## config.mk

```make
export PLATFORM = sky130hd
export DESIGN_NAME = mac_window_accumulator
export DESIGN_NICKNAME = d
export VERILOG_FILES = /design/src/rtl/mac_window_accumulator.sv
export SDC_FILE = /design/constraint.sdc
export NUM_CORES = 1
export LEC_CHECK = 0
export ABC_CLOCK_PERIOD_IN_PS = 5300
export CORE_ASPECT_RATIO = 1.5
export CORE_MARGIN = 2
export CORE_UTILIZATION = 55
export DETAILED_ROUTE_END_ITERATION = 10
export PLACE_DENSITY = 0.9
export SYNTH_ARGS = -nofsm -noshare
export SYNTH_HDL_FRONTEND = slang
export SYNTH_SLANG_ARGS = --single-unit
export TNS_END_PERCENT = 50
```

## constraint.sdc

```tcl
create_clock -name clk -period 5.3 [get_ports clk]
set_input_delay 0.53 -clock clk [delete_from_list [all_inputs] [get_ports clk]]
set_output_delay 0.53 -clock clk [all_outputs]
set_load 0.02 [all_outputs]
```

## src/rtl/mac_window_accumulator.sv

```systemverilog
// Sums N_SAMPLES accepted multiply-add results with saturation, then holds the
// window total on a valid/ready port until downstream takes it.
module mac_window_accumulator #(
    parameter int WIDTH     = 8,
    parameter int N_SAMPLES = 4,
    parameter int ACC_WIDTH = 18
) (
    input  logic                 clk,
    input  logic                 reset,
    input  logic                 in_valid,
    input  logic [2*WIDTH-1:0]   in_data,
    output logic                 in_ready,
    input  logic                 clear,
    output logic                 out_valid,
    input  logic                 out_ready,
    output logic [ACC_WIDTH-1:0] out_sum,
    output logic                 out_sat
);
    localparam int CNT_W = (N_SAMPLES > 1) ? $clog2(N_SAMPLES) : 1;
    localparam int EXT_W = ACC_WIDTH + 1 - 2*WIDTH;

    typedef enum logic {ST_ACCUM, ST_HOLD} state_t;

    state_t               r_state, w_state_next;
    logic [ACC_WIDTH-1:0] r_acc, w_acc_next;
    logic [CNT_W-1:0]     r_cnt, w_cnt_next;
    logic                 r_sat_flag, w_sat_flag_next;
    logic                 r_out_valid, w_out_valid_next;
    logic [ACC_WIDTH-1:0] r_out_sum, w_out_sum_next;
    logic                 r_out_sat, w_out_sat_next;

    logic [ACC_WIDTH:0]   w_sum;
    logic                 w_ovf;
    logic [ACC_WIDTH-1:0] w_sat_sum;
    logic                 w_last;

    // One extra bit of headroom: the carry out is the overflow indication.
    assign w_sum     = {1'b0, r_acc} + {{EXT_W{1'b0}}, in_data};
    assign w_ovf     = w_sum[ACC_WIDTH];
    assign w_sat_sum = w_ovf ? {ACC_WIDTH{1'b1}} : w_sum[ACC_WIDTH-1:0];
    assign w_last    = (r_cnt == CNT_W'(N_SAMPLES - 1));

    assign in_ready  = reset && (r_state == ST_ACCUM);
    assign out_valid = r_out_valid;
    assign out_sum   = r_out_sum;
    assign out_sat   = r_out_sat;

    always_ff @(posedge clk) begin
        if (!reset) begin
            r_state     <= ST_ACCUM;
            r_acc       <= '0;
            r_cnt       <= '0;
            r_sat_flag  <= 1'b0;
            r_out_valid <= 1'b0;
            r_out_sum   <= '0;
            r_out_sat   <= 1'b0;
        end else begin
            r_state     <= w_state_next;
            r_acc       <= w_acc_next;
            r_cnt       <= w_cnt_next;
            r_sat_flag  <= w_sat_flag_next;
            r_out_valid <= w_out_valid_next;
            r_out_sum   <= w_out_sum_next;
            r_out_sat   <= w_out_sat_next;
        end
    end

    always_comb begin
        w_state_next     = r_state;
        w_acc_next       = r_acc;
        w_cnt_next       = r_cnt;
        w_sat_flag_next  = r_sat_flag;
        w_out_valid_next = r_out_valid;
        w_out_sum_next   = r_out_sum;
        w_out_sat_next   = r_out_sat;

        if (clear) begin
            // Old out_sum/out_sat stay on the pins but are no longer valid.
            w_state_next     = ST_ACCUM;
            w_acc_next       = '0;
            w_cnt_next       = '0;
            w_sat_flag_next  = 1'b0;
            w_out_valid_next = 1'b0;
        end else begin
            case (r_state)
                ST_ACCUM: begin
                    if (in_valid) begin
                        if (w_last) begin
                            w_out_sum_next   = w_sat_sum;
                            w_out_sat_next   = r_sat_flag | w_ovf;
                            w_out_valid_next = 1'b1;
                            w_acc_next       = '0;
                            w_cnt_next       = '0;
                            w_sat_flag_next  = 1'b0;
                            w_state_next     = ST_HOLD;
                        end else begin
                            w_acc_next      = w_sat_sum;
                            w_sat_flag_next = r_sat_flag | w_ovf;
                            w_cnt_next      = r_cnt + CNT_W'(1);
                        end
                    end
                end
                ST_HOLD: begin
                    if (out_ready) begin
                        w_out_valid_next = 1'b0;
                        w_state_next     = ST_ACCUM;
                    end
                end
                default: w_state_next = ST_ACCUM;
            endcase
        end
    end
endmodule

```

==> impl_metrics.csv, run 1 <==
group,metric,value,unit
global_route,overflow,0,
die,ios,42,
run,max_cap_viol_count,0,
finish,n_all_inverters,2,
setup_path,arrival,3.11,ns
die,die_width,56.4,µm
setup_path,critPathKind,"input pin to flop",
final_timing,max_slew_margin,0.204,
finish,clkbuf_count,7,
global_route,grt_max_degree,36,
yosys,flop_cell,"dfxtp_1",
die,fp_util,0.571,
yosys,ys_types,45,
pwr,p_clk,0.000198,W
pwr,p_leak,1.12,nW
setup_path,crit_end,"out_sum[9]",
routing,wl_met1,2210,µm
routing,vias,2047,
placement,place.detailed.hpwl,3760,µm
final_timing,fmax,0.337,GHz
routing,drt_iter0_markers,36,
yosys,synth.cell_area,2260,µm²
yosys,synth_top_area_share,0.372,
setup_path,cp.buffers_inverters,1,
yosys,synthArstFlopShare,0,
cts,htreeDepth,2,
finish,seq_cells,42,
setup_path,slowest_delay,0.42,ns
setup_path,required,5.44,ns
yosys,top_cell,"dfxtp_1",
global_route,grt_use_met1,0.259,
routing,avgViaCountPerCell,5.87,
min_path,min_to,"r_acc[9]",
setup_path,path_depth,10,
finish,n_antenna_cell,0,
setup_path,start_kind,"input pin",
routing,top_layer,"met4",
cts,postCtsSetupBuffers,0,
final_timing,period_used_share,0.560,
yosys,synth_area_leader_cell,"dfxtp_1",
global_route,grt_pass1_vias,2072,
final_timing,setup_viol,0,
cts,cts_hold_buf,0,
finish,drive_gt1_frac,0.0461,
yosys,topCellsByArea,"dfxtp_1 (37%), ha_1 (9.4%), a21oi_1 (8.2%)",
global_route,busiest_layer,"met2",
pwr,power.internal,0.000465,W
die,die_area,4650,µm²
cts,insertion_delay,0.30,ns
global_route,met2_usage,0.453,
setup_path,regToRegStartpoint,"r_acc[0]",
finish,sh_comb_area,0.495,
finish,nFillCells,330,
finish,nets,343,
routing,wl_per_cell,15.0,µm
routing,drc,0,
final_timing,worst_pin_slew,1.19,ns
yosys,ys_area,2260,µm²
setup_path,slowest_stage,"fa_1",
finish,syn_to_final_growth,21.8,%
finish,clock_cell_area_share,0.0277,
cts,ctsResizeCount,0,
yosys,ys_seq_share,0.372,
status,status,"completed",
routing,met2_length,2770,µm
final_timing,hold_viol,0,
setup_path,startpoint,"in_data[0]",
pwr,vdd_drop_max,0.234,mV
setup_path,crit_chain,"clkdlybuf4s50_1, ha_1, fa_1, a21o_1, a221oi_4, nor3b_2, nor2_2, a21oi_4, a2111oi_4, a21oi_1",
yosys,syn_inst,267,
die,die_h,82.5,µm
setup_path,worst_setup_path_end_kind,"flop",
routing,dr_wl_met3,166,µm
finish,layout.area.comb,1360,µm²
cts,cts_made_buffers,5,
final_timing,fin_tns_setup,0,ns
setup_path,worst-path-max-fanout,19,
cts,clock_path_buffers,2,
yosys,ys_warn_count,0,
global_route,grt.total_usage,0.243,
pwr,p_sw_frac,0.272,
routing,wirelength,5230,µm
yosys,common_cells,"dfxtp_1 (42), a21oi_1 (37), o21ai_0 (33)",
routing,dr.pass1.iters,4,
die,rows,28,
finish,dominant_cells,"logic gates",
final_timing,grt_setup_unrepaired,"no",
pwr,p_clk_frac,0.309,
placement,routabilityCongestion,0.894,
min_path,hold_class,"flop to flop",
final_timing,slew_violations,0,
finish,nNonClkBuffers,41,
pwr,p_comb_frac,0.181,
pwr,maxPowerGroup,"sequential cells",
die,taps,45,
finish,flop_area,841,µm²
run 1: cell families (layout without fill, tap and decap cells):
group | count (synthesis) | count (layout) | share of synthesized area
adder cells (fa/ha/maj) | 18 | 18 | 0.103
XOR/XNOR | 13 | 13 | 0.0504
buffers and inverters | 13 | 50 | 0.0266
AND-OR/OR-AND | 98 | 98 | 0.268
flip-flops | 42 | 42 | 0.372
AND/OR/NAND/NOR | 83 | 83 | 0.180
run 1: through the flow:
| step | power [W] | hold WS, ns | setup WS [ns] | instances | cell area (µm²) |
|---|---|---|---|---|---|
| final | 0.000639 | 0.456 | 2.33 | 349 | 2750 |
| after floorplan | 0.000412 | 0.429 | 2.73 | 267 | 2260 |
| after global routing | 0.000661 | 0.483 | 2.15 | 349 | 2750 |
| after global placement | 0.000444 | 0.439 | 2.10 | 342 | 2680 |
| after detailed placement | 0.000446 | 0.447 | 2.02 | 342 | 2680 |
| after CTS | 0.000637 | 0.457 | 2.33 | 349 | 2750 |
run 1: registers in the layout, indices dropped and copies added, names as in the netlist:
| name | flops |
|---|---|
| out_sat | 1 |
| r_cnt | 2 |
| out_valid | 1 |
| r_acc | 18 |
| r_state | 1 |
| r_sat_flag | 1 |
| out_sum | 18 |
run 1: placed cells by master, fill, tap and decap left out, types with 2 or more instances in the layout:
cell	instances
a21o_1	5
a21oi_1	37
a311oi_1	2
and2_1	2
and3_1	3
and4_1	2
clkbuf_1	2
clkbuf_8	5
clkdlybuf4s50_1	41
dfxtp_1	42
ha_1	17
inv_1	2
nand2_1	29
nand2b_1	4
nand3_1	4
nor2_1	19
nor2_2	2
nor2b_1	4
nor3_1	5
nor3b_1	3
o21ai_0	33
o21ai_1	7
xnor2_1	7
xor2_1	6
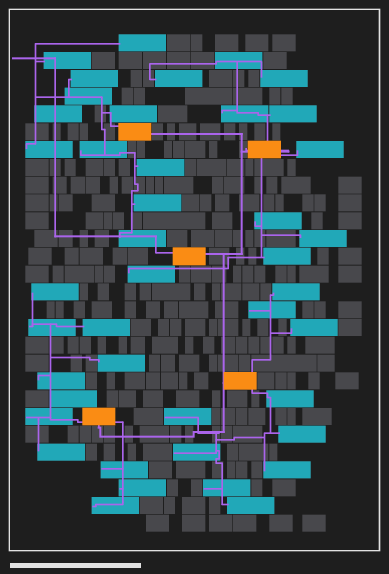
**Above:** run 1 (clock distribution).
Scale bar: 20 µm.
legend:
  purple:
    item: clock wires
    length: 520 µm
  cyan:
    item: flip-flops
    count: 42
  orange:
    item: clock drivers
    count: 5
flops lie: all over the die

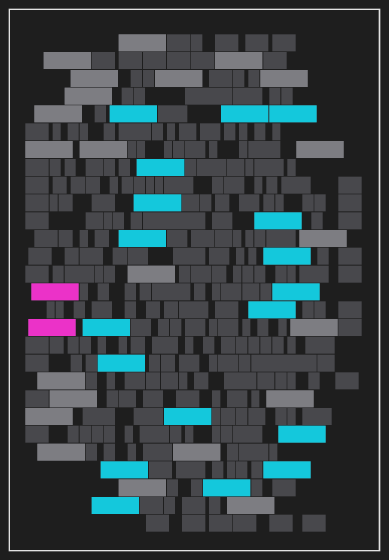
**Above:** run 1 (where the registers sit).
Other sequential cells in the stronger grey, the rest of the logic in the fainter grey.
legend:
  magenta:
    netlist_name: r_cnt
    sequential_cells: 2
  cyan:
    netlist_name: r_acc
    sequential_cells: 18

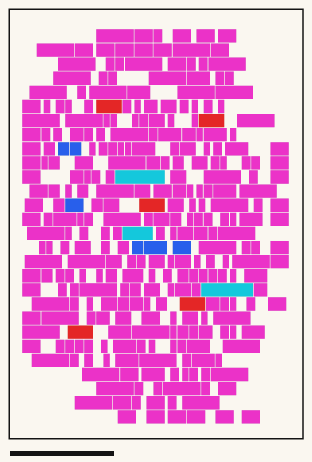
**Above:** run 1 (cells by drive strength).
Scale bar: 20 µm.
legend:
  magenta:
    size: _0 and _1 cells
    cells: 290
    share: 95%
    most_used: dfxtp_1
  red:
    size: _6 and larger
    cells: 5
    share: 1.6%
    most_used: clkbuf_8
  cyan:
    size: _3 and _4 cells
    cells: 3
    share: 0.99%
  blue:
    size: _2 cells
    cells: 6
    share: 2.0%
    most_used: nor2_2

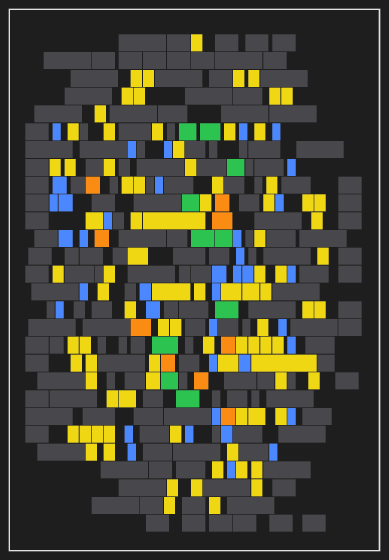
**Above:** run 1 (selected gate families).
legend:
  green:
    family: non-inverting ao/oa cells
    cells: 10
  yellow:
    family: aoi and oai cells
    cells: 88
  blue:
    family: nand cells
    cells: 38
  orange:
    family: and/or cells
    cells: 9

==> run 1 -> run 2 <==
--- a/config.mk
+++ b/config.mk
@@ -5,12 +5,12 @@
 export SDC_FILE = /design/constraint.sdc
 export NUM_CORES = 1
 export LEC_CHECK = 0
-export ABC_CLOCK_PERIOD_IN_PS = 5300
+export ABC_CLOCK_PERIOD_IN_PS = 2600
 export CORE_ASPECT_RATIO = 1.5
 export CORE_MARGIN = 2
-export CORE_UTILIZATION = 55
+export CORE_UTILIZATION = 47
 export DETAILED_ROUTE_END_ITERATION = 10
-export PLACE_DENSITY = 0.9
+export PLACE_DENSITY = 0.83
 export SYNTH_ARGS = -nofsm -noshare
 export SYNTH_HDL_FRONTEND = slang
 export SYNTH_SLANG_ARGS = --single-unit
==> constraint.sdc (replaced) <==
create_clock -name clk -period 2.6 [get_ports clk]
set_input_delay 0.26 -clock clk [delete_from_list [all_inputs] [get_ports clk]]
set_output_delay 0.26 -clock clk [all_outputs]
set_load 0.02 [all_outputs]
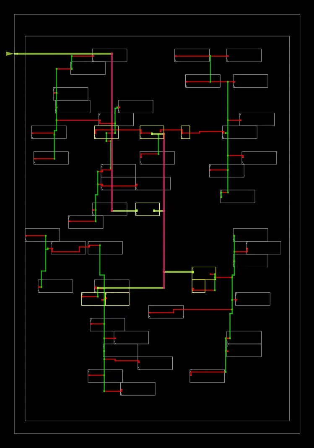
**Above:** run 2 (the clock network).
Clk Latency, worst-skew pair: 0.29 ns
CTS buffer count: 5

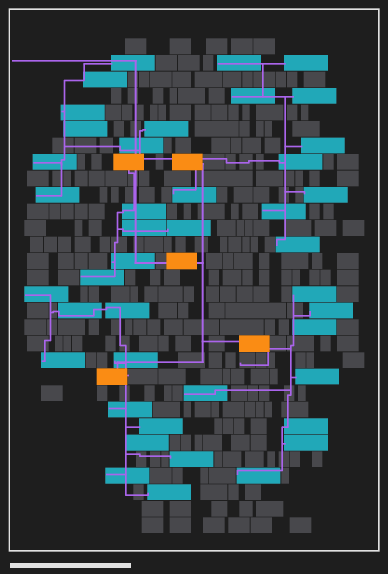
**Above:** run 2 (clock distribution).
Scale bar: 20 µm.
Clock Skew: 0.00325 ns
Clk. pwr: 0.000439 W
power share of the clock group: 0.322

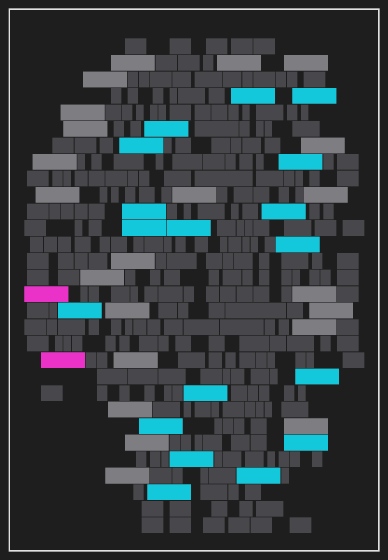
**Above:** run 2 (where the registers sit).
Other sequential cells in the stronger grey, the rest of the logic in the fainter grey.
fin util: 0.646
Seq power: 0.000663 W
flip-flop and latch area: 841 µm²

==> run 2 against run 1 <==
  * Sequential share of layout area shrank 2.1 points
  * Synthesized area stayed put
  * Total power rose by 110%
  * Clock skew shrank 0.0042 ns
  * Global-route usage fell by 1.8 points
  * Synthesized cell count did not move
  * Utilization down 4.9 points
  * Cell area is 7.5% higher
  * Wire length is 6.7% higher
  * Hold slack better by 0.00082 ns
  * Critical path type unchanged
  * Critical endpoint is now r_acc[17]
  * Highest routed layer unchanged
==> impl_metrics.csv, run 2 <==
group,metric,value,unit
final_timing,fmax,0.397,GHz
setup_path,start_kind,"input pin",
setup_path,cp.buffers_inverters,2,
routing,drt_iter0_markers,62,
setup_path,startpoint,"in_data[0]",
final_timing,grt_setup_unrepaired,"no",
finish,n_antenna_cell,0,
yosys,topCellsByArea,"dfxtp_1 (37%), ha_1 (9.4%), a21oi_1 (8.2%)",
cts,htreeDepth,2,
setup_path,crit_chain,"clkdlybuf4s50_1, ha_1, fa_1, a21o_1, a221oi_4, nor3b_2, nor2_2, a21oi_4, buf_12, nor3_1, nor4bb_1",
routing,ant_nets,0,
yosys,synthArstFlopShare,0,
run,max_cap_viol_count,0,
yosys,common_cells,"dfxtp_1 (42), a21oi_1 (37), o21ai_0 (33)",
yosys,synth.cell_area,2260,µm²
yosys,syn_inst,267,
placement,placedInstanceArea,2860,µm²
final_timing,hold_viol,0,
routing,drc,0,
yosys,synth_top_area_share,0.372,
routing,wirelength,5580,µm
cts,clock_path_buffers,2,
setup_path,regToRegStartpoint,"r_acc[0]",
cts,cts.sinks,42,
routing,wl_per_cell,14.3,µm
pwr,p_leak,1.23,nW
finish,syn_to_final_growth,30.9,%
finish,layout_top_cell,"dfxtp_1",
final_timing,fin_tns_setup,0,ns
placement,place_ws,-0.205,ns
yosys,avgSynthCellArea,8.47,µm²
final_timing,setup_viol,0,
global_route,grt_pass1_vias,2141,
setup_path,crit_family,"adder cells",
final_timing,slew_violations,0,
finish,drive_gt1_frac,0.114,
finish,final_area,2960,µm²
routing,vias,2138,
yosys,ys_cells,267,
final_timing,worst_pin_slew,0.586,ns
status,status,"completed",
final_timing,max_slew_margin,0.609,
yosys,ys.flops,42,
final_timing,period_minus_slack,2.52,ns
placement,io_buffers,41,
yosys,synth_area_leader_cell,"dfxtp_1",
min_path,hold_start,"r_acc[8]",
setup_path,worst_setup_path_end_kind,"flop",
cts,path_clk_slew,0.08,ns
setup_path,critPathKind,"input pin to flop",
cts,cts_hold_buf,0,
cts,cts_tree,"yes",
setup_path,required,2.78,ns
routing,dr.pass1.iters,4,
yosys,ys_area,2260,µm²
finish,nets,363,
final_timing,fin_ws,0.0824,ns
die,die_area,5390,µm²
die,die_width,60.6,µm
global_route,grt.total_usage,0.225,
setup_path,slowest_delay,0.41,ns
yosys,ys_seq_share,0.372,
placement,placed_cells,381,
finish,layout.area.comb,1360,µm²
setup_path,slowest_stage,"clkdlybuf4s50_1",
cts,postCtsSetupBuffers,0,
die,rows,30,
die,fp_util,0.494,
run,tool_warnings,26,
cts,cts-root-buf,"clkbuf_8",
placement,place.detailed.hpwl,4130,µm
yosys,flop_cell,"dfxtp_1",
yosys,ys_types,45,
routing,avgViaCountPerCell,5.50,
finish,nFillCells,399,
min_path,hold_class,"flop to flop",
global_route,antenna_found_initial,0,
pwr,pwr_density_cell,460,nW/µm²
finish,finalNonFillerCells,389,
finish,final_cell_mix,"dfxtp_1 (42), clkdlybuf4s50_1 (41), a21oi_1 (37), o21ai_0 (33), nand2_1 (29)",
cts,ctsResizeCount,0,
yosys,top_cell,"dfxtp_1",
global_route,grt_max_degree,36,
setup_path,worst-path-max-fanout,13,
global_route,overflow,0,
yosys,edf_count,0,
final_timing,period_used_share,0.968,
pwr,vdd_drop_max,0.395,mV
setup_path,arrival,2.70,ns
placement,routabilityCongestion,0.911,
yosys,ys_warn_count,0,
die,die_h,88.9,µm
die,core,4580,µm²
global_route,grt_pass1_wl,9220,µm
die,ios,42,
yosys,fp_nets,306,
## run 2: cell counts after synthesis
Identical to the previous run, type by type.
## run 2: final timing paths
path                     to  slack [ns]  cells after the start
hold reg to reg    r_acc[8]        0.46                      2
hold / removal     r_acc[8]        0.46                      2
setup reg to reg  r_acc[17]        0.14                     10
setup / recovery  r_acc[17]        0.08                     11
## run 2: routing by layer
layer	track usage	share of wire	wire length (µm)
met1	0.247	0.40	2240
met2	0.413	0.54	3000
met3	0.0405	0.039	219
met4	0.0889	0.021	119
met5	0	0	0
## run 2: kinds of logic (layout without fill, tap and decap cells)
family	after synthesis	count (layout)	share of synthesized area
xor+xnor	13	13	0.0504
simple gates	83	83	0.180
buf+inv	13	71	0.0266
compound gates	98	98	0.268
fa+ha+maj	18	18	0.103
flops	42	42	0.372
## run 2: through the flow
step / power (W) / hold WS [ns]
final: 0.00136 / 0.457
after global routing: 0.00143 / 0.488
after CTS: 0.00137 / 0.461
after detailed placement: 0.000934 / 0.449
after global placement: 0.000928 / 0.439
after floorplan: 0.000839 / 0.429
## run 2: where the power goes
part / switching, W / internal, W
clock: 0.000225 / 0.000213
sequential: 0.00000763 / 0.000656
combinational: 0.000134 / 0.000125
total: 0.000367 / 0.000995
## run 2: worst reg2reg max path, cell delays in order (launching register included)
cell and delay [ns]:
dfxtp_1 0.33, ha_1 0.21, fa_1 0.41, a21o_1 0.24, a221oi_4 0.28, nor3b_2 0.10, nor2_2 0.17, a21oi_4 0.11
buf_12 0.16, nor3_1 0.24, nor4bb_1 0.10
## run 2: cell type report
cell class              count  area share
flip-flops and latches     42       0.284
multi-input cells         212       0.460
inverters                   2     0.00254
repair buffers             61       0.194
clock buffers               6      0.0279
clock inverters             2     0.00423
well taps                  64      0.0271
==> run 2 -> run 3 <==
--- a/config.mk
+++ b/config.mk
@@ -6,7 +6,7 @@
 export NUM_CORES = 1
 export LEC_CHECK = 0
 export ABC_CLOCK_PERIOD_IN_PS = 2600
-export CORE_ASPECT_RATIO = 1.5
+export CORE_ASPECT_RATIO = 0.8
 export CORE_MARGIN = 2
 export CORE_UTILIZATION = 47
 export DETAILED_ROUTE_END_ITERATION = 10
==> run 3 against run 2 <==
  * Wire length is 0.48% higher
  * Clock-buffer cell count is 1 higher
  * First-iteration DRC count is 84% higher
  * Critical path depth stayed put
  * Worst setup slack better by 0.031 ns
  * Die area is 0.15% lower
  * Clock power is 14% higher
  * Sequential share of layout area is 0.11 points lower
  * Combinational power is 2% higher
  * Total power is 4.9% higher
  * Critical endpoint is now r_acc[15]
  * Highest routed layer unchanged
==> impl_metrics.csv, run 3 <==
group,metric,value,unit
setup_path,worst-path-max-fanout,7,
cts,insertion_delay,0.29,ns
final_timing,period_used_share,0.957,
global_route,busiest_layer,"met2",
yosys,ys.flops,42,
yosys,fp_nets,306,
setup_path,worst_setup_path_end_kind,"flop",
global_route,grt_pass1_wl,9400,µm
routing,wirelength,5610,µm
final_timing,hold_viol,0,
cts,path_clk_slew,0.08,ns
global_route,overflow,0,
global_route,grt.total_usage,0.225,
final_timing,fin_tns_setup,0,ns
cts,cts_tree,"yes",
cts,cts-root-buf,"clkbuf_8",
routing,wl_met1,2720,µm
routing,dr_wl_met3,316,µm
global_route,grt_use_met1,0.302,
routing,top_layer,"met4",
global_route,grt_pass1_vias,2029,
placement,place.detailed.hpwl,4040,µm
run,max_cap_viol_count,0,
routing,dr.pass1.iters,4,
setup_path,reg2reg_slack,0.21,ns
final_timing,period_minus_slack,2.49,ns
pwr,pwr_density_cell,481,nW/µm²
final_timing,whs,0.456,ns
yosys,common_cells,"dfxtp_1 (42), a21oi_1 (37), o21ai_0 (33)",
routing,drc,0,
yosys,topCellsByArea,"dfxtp_1 (37%), ha_1 (9.4%), a21oi_1 (8.2%)",
pwr,p_sw,0.000357,W
final_timing,max_slew_margin,0.205,
finish,syn_to_final_growth,31.4,%
routing,drt_iter0_markers,114,
pwr,p_sw_frac,0.250,
final_timing,slew_violations,0,
yosys,top_cell,"dfxtp_1",
setup_path,crit_chain,"clkdlybuf4s50_1, ha_1, fa_2, a21o_1, a221oi_4, nor3b_2, nor2_2, a21oi_4, buf_4, a22oi_1, o21ai_0",
status,status,"completed",
yosys,flop_cell,"dfxtp_1",
finish,final_cell_mix,"dfxtp_1 (42), clkdlybuf4s50_1 (41), a21oi_1 (35), o21ai_0 (33), nand2_1 (29)",
setup_path,critPathKind,"input pin to flop",
global_route,grt_max_degree,36,
setup_path,cp.buffers_inverters,2,
yosys,synth.cell_area,2260,µm²
setup_path,slowest_delay,0.42,ns
yosys,synth_area_leader_cell,"dfxtp_1",
setup_path,required,2.75,ns
final_timing,worst_pin_slew,1.19,ns
pwr,p_leak,1.23,nW
yosys,ys_warn_count,0,
finish,finalNonFillerCells,385,
placement,io_buffers,41,
global_route,use_met3,0.0478,
placement,place_ws,-0.281,ns
yosys,synth_top_area_share,0.372,
min_path,hold_class,"flop to flop",
pwr,vdd_drop_max,0.332,mV
finish,drive_gt1_frac,0.123,
yosys,syn_inst,267,
routing,wl_per_cell,14.6,µm
pwr,seq_power_share,0.464,
die,die_h,66.0,µm
die,die_area,5380,µm²
finish,nFillCells,390,
routing,met2_length,2520,µm
routing,avgViaCountPerCell,5.47,
placement,routabilityCongestion,0.899,
global_route,met2_usage,0.360,
yosys,ys_area,2260,µm²
setup_path,crit_family,"AND-OR/OR-AND gates",
final_timing,setup_viol,0,
finish,n_antenna_cell,0,
final_timing,fmax,0.402,GHz
placement,placed_cells,376,
run,tool_warnings,26,
routing,ant_nets,0,
pwr,p_comb_frac,0.185,
die,die_width,81.5,µm
yosys,ys_seq_share,0.372,
global_route,antenna_found_initial,0,
cts,clock_path_buffers,2,
setup_path,slowest_stage,"clkdlybuf4s50_1",
finish,nets,363,
final_timing,grt_setup_unrepaired,"no",
cts,cts_made_buffers,5,
finish,layout_top_cell,"dfxtp_1",
yosys,synthArstFlopShare,0,
yosys,ys_types,45,
die,ios,42,
die,fp_util,0.492,
setup_path,arrival,2.64,ns
die,rows,22,
die,core,4600,µm²
yosys,ys_cells,267,
yosys,edf_count,0,
routing,vias,2107,
final_timing,fin_ws,0.113,ns
setup_path,start_kind,"input pin",
yosys,avgSynthCellArea,8.47,µm²
pwr,p_clk_frac,0.351,
pwr,power.internal,0.00107,W
cts,htreeDepth,2,
run 3: tightest hold or removal path: stages (launching register included):
cell and delay (ns):
dfxtp_1 0.32, nand2_1 0.05, o21ai_1 0.05
run 3: timing repair:
| item | CTS | global route |
|---|---|---|
| endpoints found under the setup margin | 0 | 36 |
| setup buffers | 0 | 1 |
| hold buffers | 0 | 0 |
| hold endpoints to repair | 0 | 0 |
| resized | 0 | 5 |
run 3: kinds of logic after synthesis:
group	count (synthesis)	synth area share
compound gates	98	0.268
xor+xnor	13	0.0504
fa+ha+maj	18	0.103
buf+inv	13	0.0266
flops	42	0.372
simple gates	83	0.180
run 3: power groups by stage:
stage	combinational [W]	sequential (W)	clock [W]
finish	0.000264	0.000664	0.000501
global placement	0.000251	0.000678	0
detailed placement	0.000256	0.000679	0
floorplan	0.000162	0.000677	0
global route	0.000294	0.000666	0.000542
CTS	0.000258	0.000664	0.000518
run 3: through the flow:
stage / util / area (µm²) / power, W
after detailed placement: 0.618 / 2840 / 0.000934
after global routing: 0.646 / 2970 / 0.00150
final: 0.646 / 2970 / 0.00143
after global placement: 0.618 / 2840 / 0.000929
after CTS: 0.641 / 2950 / 0.00144
after floorplan: - / 2260 / 0.000839
run 3: area by class of cell:
cell class	instances	area [µm²]	share of cell area
multi-input combinational	212	1380	0.465
sequential	42	841	0.283
timing repair buffer	61	561	0.189
clock buffer	7	76.3	0.0257
tap	60	75.1	0.0253
clock inverter	1	30.0	0.0101
inverter	2	7.51	0.00253
run 3: path summary, 6_finish.rpt:
path / startpoint / depth (start not counted) / to
max reg2reg: r_acc[0] / 10 / r_acc[15]
min: r_acc[6] / 2 / r_acc[6]
max: in_data[0] / 11 / r_acc[15]
min reg2reg: r_acc[6] / 2 / r_acc[6]
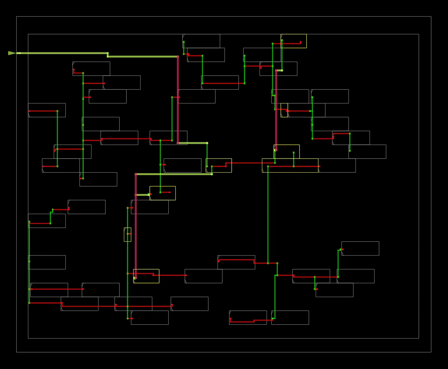
**Above:** run 3 (the clock network).
Sink Count: 42
Clk. pwr: 0.000501 W
Clock Skew: 0.00389 ns

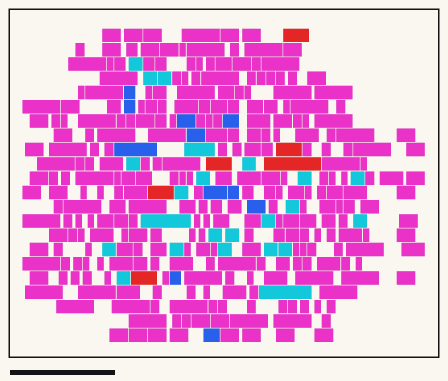
**Above:** run 3 (cells by drive strength).
Scale bar: 20 µm.
legend:
  red:
    size: _6 and larger
    cells: 6
    share: 1.8%
    most_used: clkbuf_8
  magenta:
    size: _0 and _1 cells
    cells: 285
    share: 88%
    most_used: dfxtp_1
  blue:
    size: _2 cells
    cells: 11
    share: 3.4%
    most_used: nor2_2
  cyan:
    size: _3 and _4 cells
    cells: 23
    share: 7.1%
    most_used: buf_4

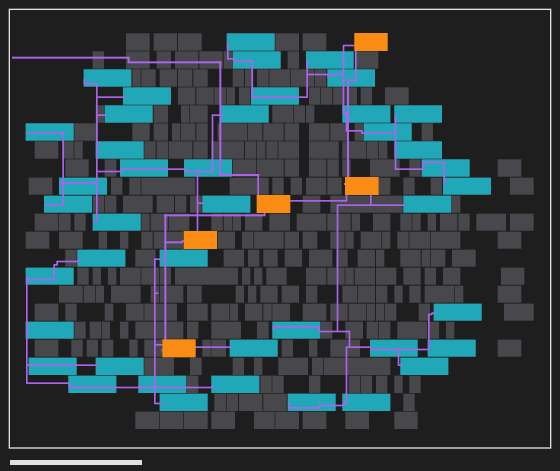
**Above:** run 3 (clock distribution).
Scale bar: 20 µm.
legend:
  orange:
    item: clock drivers
    count: 5
  cyan:
    item: flip-flops
    count: 42
  purple:
    item: clock wires
    length: 503 µm
flops lie: all over the die
routed clock nets: 6

No activity file was given, so power comes from the tool's default toggle rates.
